--- config.mk ---
export PLATFORM = sky130hd
export DESIGN_NAME = shift_arbiter
export DESIGN_NICKNAME = d
export VERILOG_FILES = /design/src/rtl/shift_arbiter.sv
export SDC_FILE = /design/constraint.sdc
export NUM_CORES = 1
export LEC_CHECK = 0
export CORE_ASPECT_RATIO = 2
export CORE_UTILIZATION = 39
export DETAILED_ROUTE_END_ITERATION = 12
export PLACE_DENSITY = 0.91
export SYNTH_ARGS = -nofsm -noshare
export SYNTH_HDL_FRONTEND = slang
export SYNTH_SLANG_ARGS = --single-unit
--- constraint.sdc ---
create_clock -name clk -period 2 [get_ports clk]
set_input_delay 0.4 -clock clk [delete_from_list [all_inputs] [get_ports clk]]
set_output_delay 0.4 -clock clk [all_outputs]
set_load 0.005 [all_outputs]
--- src/rtl/shift_arbiter.sv ---
// Round-robin front end for a shared bshift_32: accepts one operation at a time,
// holds registered shifter inputs for SETTLE cycles, then returns y/ov/z to the owner.
module shift_arbiter #(
  parameter int SETTLE = 1
) (
  input  logic        clk,
  input  logic        rst,
  input  logic        req0_valid,
  output logic        req0_ready,
  input  logic [31:0] req0_a,
  input  logic [4:0]  req0_b,
  input  logic [2:0]  req0_op,
  input  logic        req1_valid,
  output logic        req1_ready,
  input  logic [31:0] req1_a,
  input  logic [4:0]  req1_b,
  input  logic [2:0]  req1_op,
  output logic        rsp0_valid,
  input  logic        rsp0_ready,
  output logic        rsp1_valid,
  input  logic        rsp1_ready,
  output logic [31:0] rsp_y,
  output logic        rsp_ov,
  output logic        rsp_z,
  output logic [31:0] sh_a,
  output logic [4:0]  sh_b,
  output logic        sh_rot,
  output logic        sh_left,
  output logic        sh_arith,
  input  logic [31:0] sh_y,
  input  logic        sh_ov,
  input  logic        sh_z,
  output logic        busy
);

  typedef enum logic [1:0] {IDLE, EXEC, RESP} state_t;

  localparam logic [3:0] SETTLE_C = 4'(SETTLE);

  state_t     state, state_nx;
  logic [3:0] cnt;
  logic       last, owner, grant, accept, own_ready;

  // On a tie the requester that did not go last wins; otherwise whoever is asking.
  always_comb begin
    grant = req1_valid;
    if (req0_valid && req1_valid) grant = ~last;
  end

  assign req0_ready = (state == IDLE) && !grant && req0_valid;
  assign req1_ready = (state == IDLE) &&  grant && req1_valid;
  assign accept     = req0_ready || req1_ready;
  assign own_ready  = owner ? rsp1_ready : rsp0_ready;
  assign busy       = (state != IDLE);

  always_comb begin
    state_nx = state;
    case (state)
      IDLE:    if (accept) state_nx = EXEC;
      EXEC:    if (cnt == 4'd1) state_nx = RESP;
      RESP:    if (own_ready) state_nx = IDLE;
      default: state_nx = IDLE;
    endcase
  end

  always_ff @(posedge clk) begin
    if (rst) begin
      state      <= IDLE;
      cnt        <= '0;
      last       <= 1'b1;
      owner      <= 1'b0;
      sh_a       <= '0;
      sh_b       <= '0;
      sh_rot     <= 1'b0;
      sh_left    <= 1'b0;
      sh_arith   <= 1'b0;
      rsp_y      <= '0;
      rsp_ov     <= 1'b0;
      rsp_z      <= 1'b0;
      rsp0_valid <= 1'b0;
      rsp1_valid <= 1'b0;
    end else begin
      state <= state_nx;
      case (state)
        IDLE: if (accept) begin
          sh_a                      <= grant ? req1_a  : req0_a;
          sh_b                      <= grant ? req1_b  : req0_b;
          {sh_rot,sh_left,sh_arith} <= grant ? req1_op : req0_op;
          owner                     <= grant;
          last                      <= grant;
          cnt                       <= SETTLE_C;
        end
        EXEC: begin
          cnt <= cnt - 4'd1;
          if (cnt == 4'd1) begin
            rsp_y  <= sh_y;
            rsp_ov <= sh_ov;
            rsp_z  <= sh_z;
            if (owner) rsp1_valid <= 1'b1;
            else       rsp0_valid <= 1'b1;
          end
        end
        RESP: if (own_ready) begin
          rsp0_valid <= 1'b0;
          rsp1_valid <= 1'b0;
        end
        default: ;
      endcase
    end
  end

endmodule

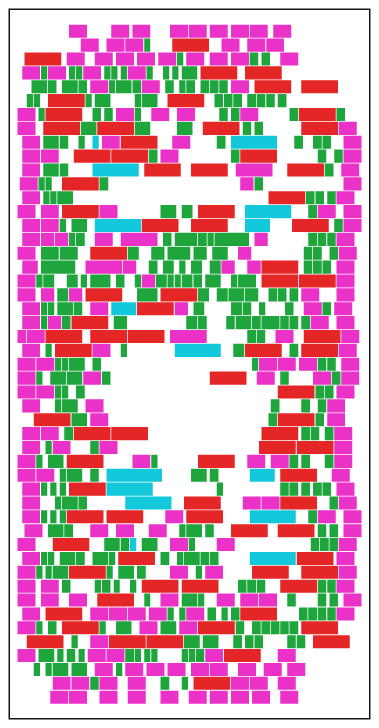
**Above:** run 1 (placed cells, one color a class).
Key: flip-flops = red [cells 84, share of their area 29%]; all other logic = green [cells 319, share of their area 30%]; other buffers and delay cells = magenta [cells 215, share of their area 37%]; clock drivers and dummy loads = cyan [cells 15, share of their area 5.2%]
cell area after layout: 6020 sq um
site row count: 49
placeable core area: 9010 sq um
final standard cell utilization of the core: 66.8%

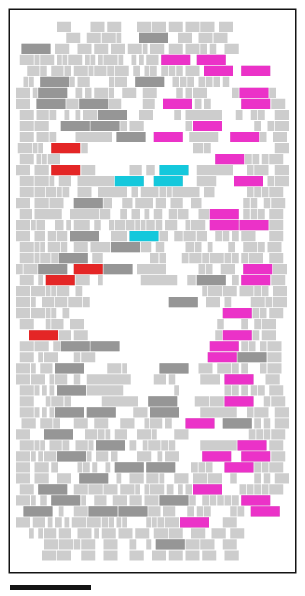
**Above:** run 1 (register map, names as in the netlist).
The bar under the picture is 20 um long. Other sequential cells in the stronger gray, the rest of the logic in the fainter gray.
Key: rsp_y = magenta [flops 32, where a vertical strip on the right]; cnt = cyan [flops 4]; sh_b = red [flops 5, where left middle]
flip-flop and latch power: 1.95 mW
fraction of standard cell area that is sequential: 27.9%
storage element area: 1680 sq um

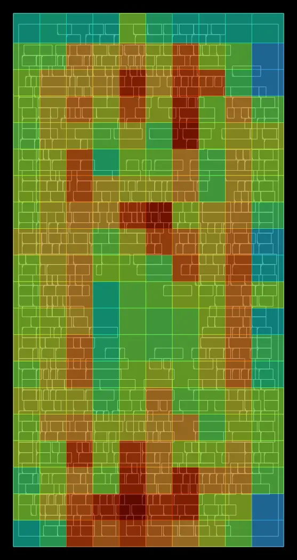
**Above:** run 1 (routing congestion).
total routing usage reported by global routing: 23.6%
post-DR wirelength/cell: 15.9 um
grt met1 use: 25.1%
met2 usage in global routing: 43.1%
most used routing layer: met2

==> summary.txt, run 1 <==
Update from the flow run.

The number of antenna violations at the first check in global routing is 0. The reg-to-reg endpoint is rsp_y[4]. The transition time recorded at the tightest slew-check pin is between 0.5 and 0.6 ns. The uppermost metal layer occupied by signal nets is met4. The largest registers in the layout are rsp_y x32, sh_a x32, sh_b x5. The OpenROAD report gives the critical path a data arrival time of approximately 1.6 ns. The part of the power in the clock network is between 30% and 40%. The critical register-to-register path startpoint is cnt[0].

Per the CTS log, the maximum H-tree level is 3. The critical path's slowest cell is clkdlybuf4s50_1. CTS reports a maximum clock tree buffer depth of 2. The number of primary I/O pins is ~200.

For the worst-skew pair, the clock arrives at the later sink with an insertion delay of approximately 0.33 ns. The adder and majority cell fraction of the synthesized area is less than 1%. Per the post-synthesis report, the nets total 571.

For this design, Yosys synthesis ends with a cell count of around 450. The area share of the largest cell type after synthesis is roughly 46%. The worst clock skew is between 0.006 and 0.007 ns. The number of nets still failing antenna checks after routing is 0.

The worst hold slack is 0.477 ns. The critical path contains buffers and inverters numbering 2 combined. The buffer_ports step reported a buffer count of 198. The most common logic cell in the final layout is clkdlybuf4s50_1. The number of enable flip-flop cells is 0. Leaving out the clock tree, the finished layout contains an inverter count of 3. The final layout net count is approximately 750. Per the synth stats, the proportion of register bits with asynchronous set or reset is 0%. According to the dpl log, the detail-placed design has an HPWL of about 8600 um. The AND-OR/OR-AND share of the synthesized area is between 20 and 30%.

The number of global-route vias before repair was just over 4,000. The report puts the hold buffer count at CTS at 0. Synthesis produced about 450 cells.

For this design the total switching power over the nets is about 1.3 mW. Per the post-place timing report, worst setup slack is -0.252 ns. The count of warning messages emitted by the tools is 27. The horizontal die dimension reported for this design is a little over 70 um. The setup slack of the worst register-to-register path is 0.44 ns. STA classifies the critical path endpoint as an output port.

The final power report lists total power as between 4 and 5 mW. Per the detail_route log, met2 wirelength is between 6000 and 7000 um. The number of tapcells is 102. The routed wire length is 11,700 um. The flow ran to the end, and the final reports show no timing, DRC or antenna violations. By area, the class that comes first in the final layout consists of non-clock buffers. The met1 routed wirelength after detailed routing is between 4000 and 5000 um. The critical path endpoint has a required time of 1.60 ns. Buffers outside the clock tree occupy 35.7% of the routed design's cell area. The number of clock buffers in the layout is 14. The DRC violation total after the first TritonRoute iteration is 162.

Once the floorplan was initialized, standard cells occupied roughly two fifths of the core. The post-synthesis instance area is about 3600 sq um. The clock root buffer is clkbuf_16. The area of combinational cells with multiple inputs is 1750 sq um. For hold timing, the worst endpoint is rsp_y[1]. The type of the worst setup path is primary input to output port.

The vertical die dimension is between 100 and 150 um. The depth of the most critical reg-to-reg path is 5. The die covers roughly 10000 sq um. The combinational share of power is 26.9%. Per the OpenROAD power report, leakage power amounts to around 2.2 nW.

Dividing the synthesized area by the synthesized cell count gives between 8 and 9 sq um. The launching element type of the critical path is a primary input. Ranked by power, first place goes to registers.

Post-synthesis, Yosys gives the total cell area as 3650 sq um. The final design was reported to hold multi-input combinational gates totalling ~320. The worst path setup slack after routing is 0.0276 ns. The power in combinational cells is 1.34 mW.

Per STA, the highest per-stage delay on the worst path measures ~0.49 ns. The max-slew violation count is 0. Looking at area per cell type in the netlist, the leader is dfxtp_1. The tree built by TritonCTS fans out to around 84 sinks. Once the clock tree was built, the setup fixing pass inserted 0 buffers. After the flow finishes, the layout carries non-filler instances totaling roughly 740.

The report lists the cells along the critical path as clkdlybuf4s50_1, or3b_4, nor2_2, clkdlybuf4s15_1. In this run the power density over the cells is 823 nW/um^2. The report shows a maximum critical-path fanout of 2. In this run the layout overhead on the synthesized area is reported as 65.0%. STA reports the tightest min-delay check as being of type flop to flop. The first global-routing pass estimated between 15,000 and 20,000 um of wire. The endpoint of the most critical setup path is req0_ready. The count of plain and timing-repair buffers is 215. The routed design shows a via density per instance of approximately 5.5. In this run the worst setup path begins at req0_valid. The maximum number of pins on one net before global-route repair is between 40 and 50.

There are roughly 84 flip-flops and latches. The worst path in the final design needs a cycle of between 1.5 and 2 ns, including I/O delays and setup. Global routing consumed, on the met3 layer, ~4.7% of the routing resources. The worst pin sits at a relative slew slack of 61.2%. The met3 layer wire length in the routed design is around 680 um.
## Run 2: what changed since run 1
--- a/config.mk
+++ b/config.mk
@@ -8,6 +8,7 @@
 export CORE_ASPECT_RATIO = 2
 export CORE_UTILIZATION = 39
 export DETAILED_ROUTE_END_ITERATION = 12
+export HOLD_SLACK_MARGIN = 0.08
 export PLACE_DENSITY = 0.91
 export SYNTH_ARGS = -nofsm -noshare
 export SYNTH_HDL_FRONTEND = slang
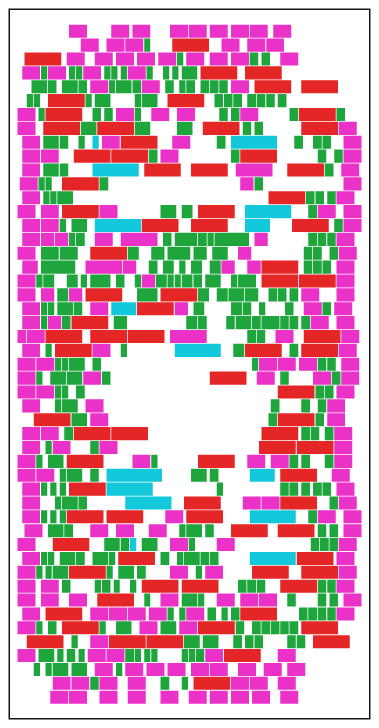
**Above:** run 2 (placed cells, one color a class).
Key: flip-flops = red [cells 84, share of their area 29%]; all other logic = green [cells 319, share of their area 30%]; clock drivers and dummy loads = cyan [cells 15, share of their area 5.2%]; other buffers and delay cells = magenta [cells 215, share of their area 37%]

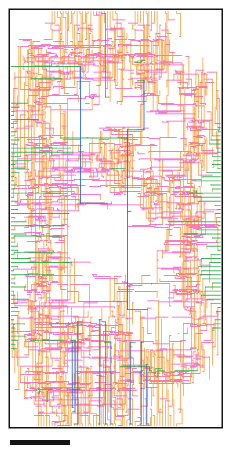
**Above:** run 2 (signal wires by layer).
The bar under the picture is 20 um long.
Key: met4 = blue [wire length 399 um]; met3 = green [wire length 675 um]; met1 = magenta [wire length 4,260 um]; met2 = orange [wire length 6,340 um]
total wirelength of the detailed-routed design: 11,700 um
vias post-DR: 4,074

==> summary.txt, run 2 <==
Update from the flow run.

The area reported by Yosys stat is around 3600 sq um. After the last flow step, the layout net total stands at 751. The portion of the layout cell area used by non-clock buffers is between 30 and 40%. The initial utilization of the core area, before any placement, comes to between 40% and 50%. In this run the critical path is formed by clkdlybuf4s50_1, or3b_4, nor2_2, clkdlybuf4s15_1. The register area is roughly 1700 sq um. Logic depth along the worst register-to-register path is recorded as 5. The first-pass GRT wire length is ~19,000 um. The dominant kind of cell by area is non-clock buffers. In the final layout, the registers with the most flip-flops are rsp_y x32, sh_a x32, sh_b x5.

STA lists the startpoint of the worst register-to-register path as cnt[0]. The all-layer global routing usage is a little under a quarter. The run finished with clean final reports. After detailed routing, the met3 layer carries 675 um of wire.

The number of global-route vias before repair is 4,104. The number of tapcells is 102. The worst setup path is captured at an output port. The number of nets handed over by synthesis was 571.

The area enclosed by the die boundary is about 9800 sq um. After layout, the buffer instance count without clock buffers stands at between 200 and 250. The shortest clock period the worst path allows after layout is 1.97 ns. The critical path in the final layout is reported with a setup slack of roughly 0.028 ns. The uppermost metal layer occupied by signal nets is met4.

The DRC violation total after the first TritonRoute iteration is 162. The number of antenna violations at the first check in global routing is 0. The reg-to-reg endpoint is rsp_y[4]. The mean routed wirelength per cell is about 16 um. The final max-slew violation count recorded for this run is 0. CTS reports a maximum clock tree buffer depth of 2. The fraction of registers with async set or reset after synthesis is 0%.

The signal arrival time at the worst endpoint is between 1.5 and 2 ns. The number of primary I/O pins is 199. The global routing report lists met3 layer usage as around 4.7%.

The number of hold-repair buffers added at the cts stage is 0. The area share of the largest cell type after synthesis is between 40% and 50%. The floorplan die width is 70.4 um. The maximum number of pins on one net before global-route repair is around 43. Per the post-place timing report, worst setup slack is -0.252 ns.

STA classifies the critical path startpoint as a primary input. The number of sequential cells in the layout is ~84. The data required time at the worst endpoint is roughly 1.6 ns. The library cell with the largest summed area after synthesis is dfxtp_1.

The top fanout value on the critical path is 2. The most common logic cell in the final layout is clkdlybuf4s50_1. For this design the total switching power over the nets is approximately 1.3 mW. The number of enable flip-flop cells is 0.

Summed over all cells, the static leakage comes to about 2.2 nW. The power in combinational cells is 1.34 mW. Per the CTS log, the root buffer master is clkbuf_16.

The type recorded for the worst min-delay path is flop to flop. The endpoint of the most critical setup path is req0_ready. The area inside the core boundary is about 9000 sq um. Global routing consumed, on the met2 layer, between 40% and 50% of the routing resources.

Per report_power, the clock group accounts for 33.8% of the total. TritonCTS reports the number of clock sinks as around 84. The number of nets still failing antenna checks after routing is 0.
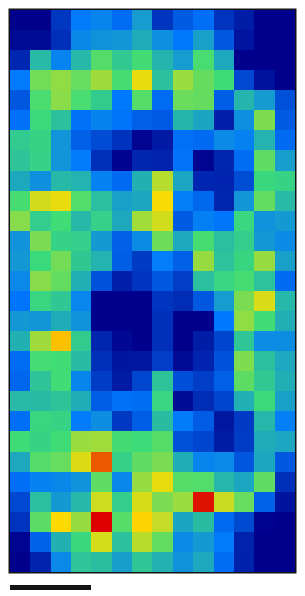
**Above:** run 2 (signal metal coverage by tile).
The bar under the picture is 20 um long. 14 x 28 tiles, from dark blue (low) to red (high), scaled to the fullest tile. Values are wire area over tile area, all layers added.
The mean over all tiles is 0.19. 22% of the tiles are over half the peak. The emptiest ninth of the die: middle. 8.2% of the tiles are nearly empty.

Power is estimated from default activity; no workload was simulated.
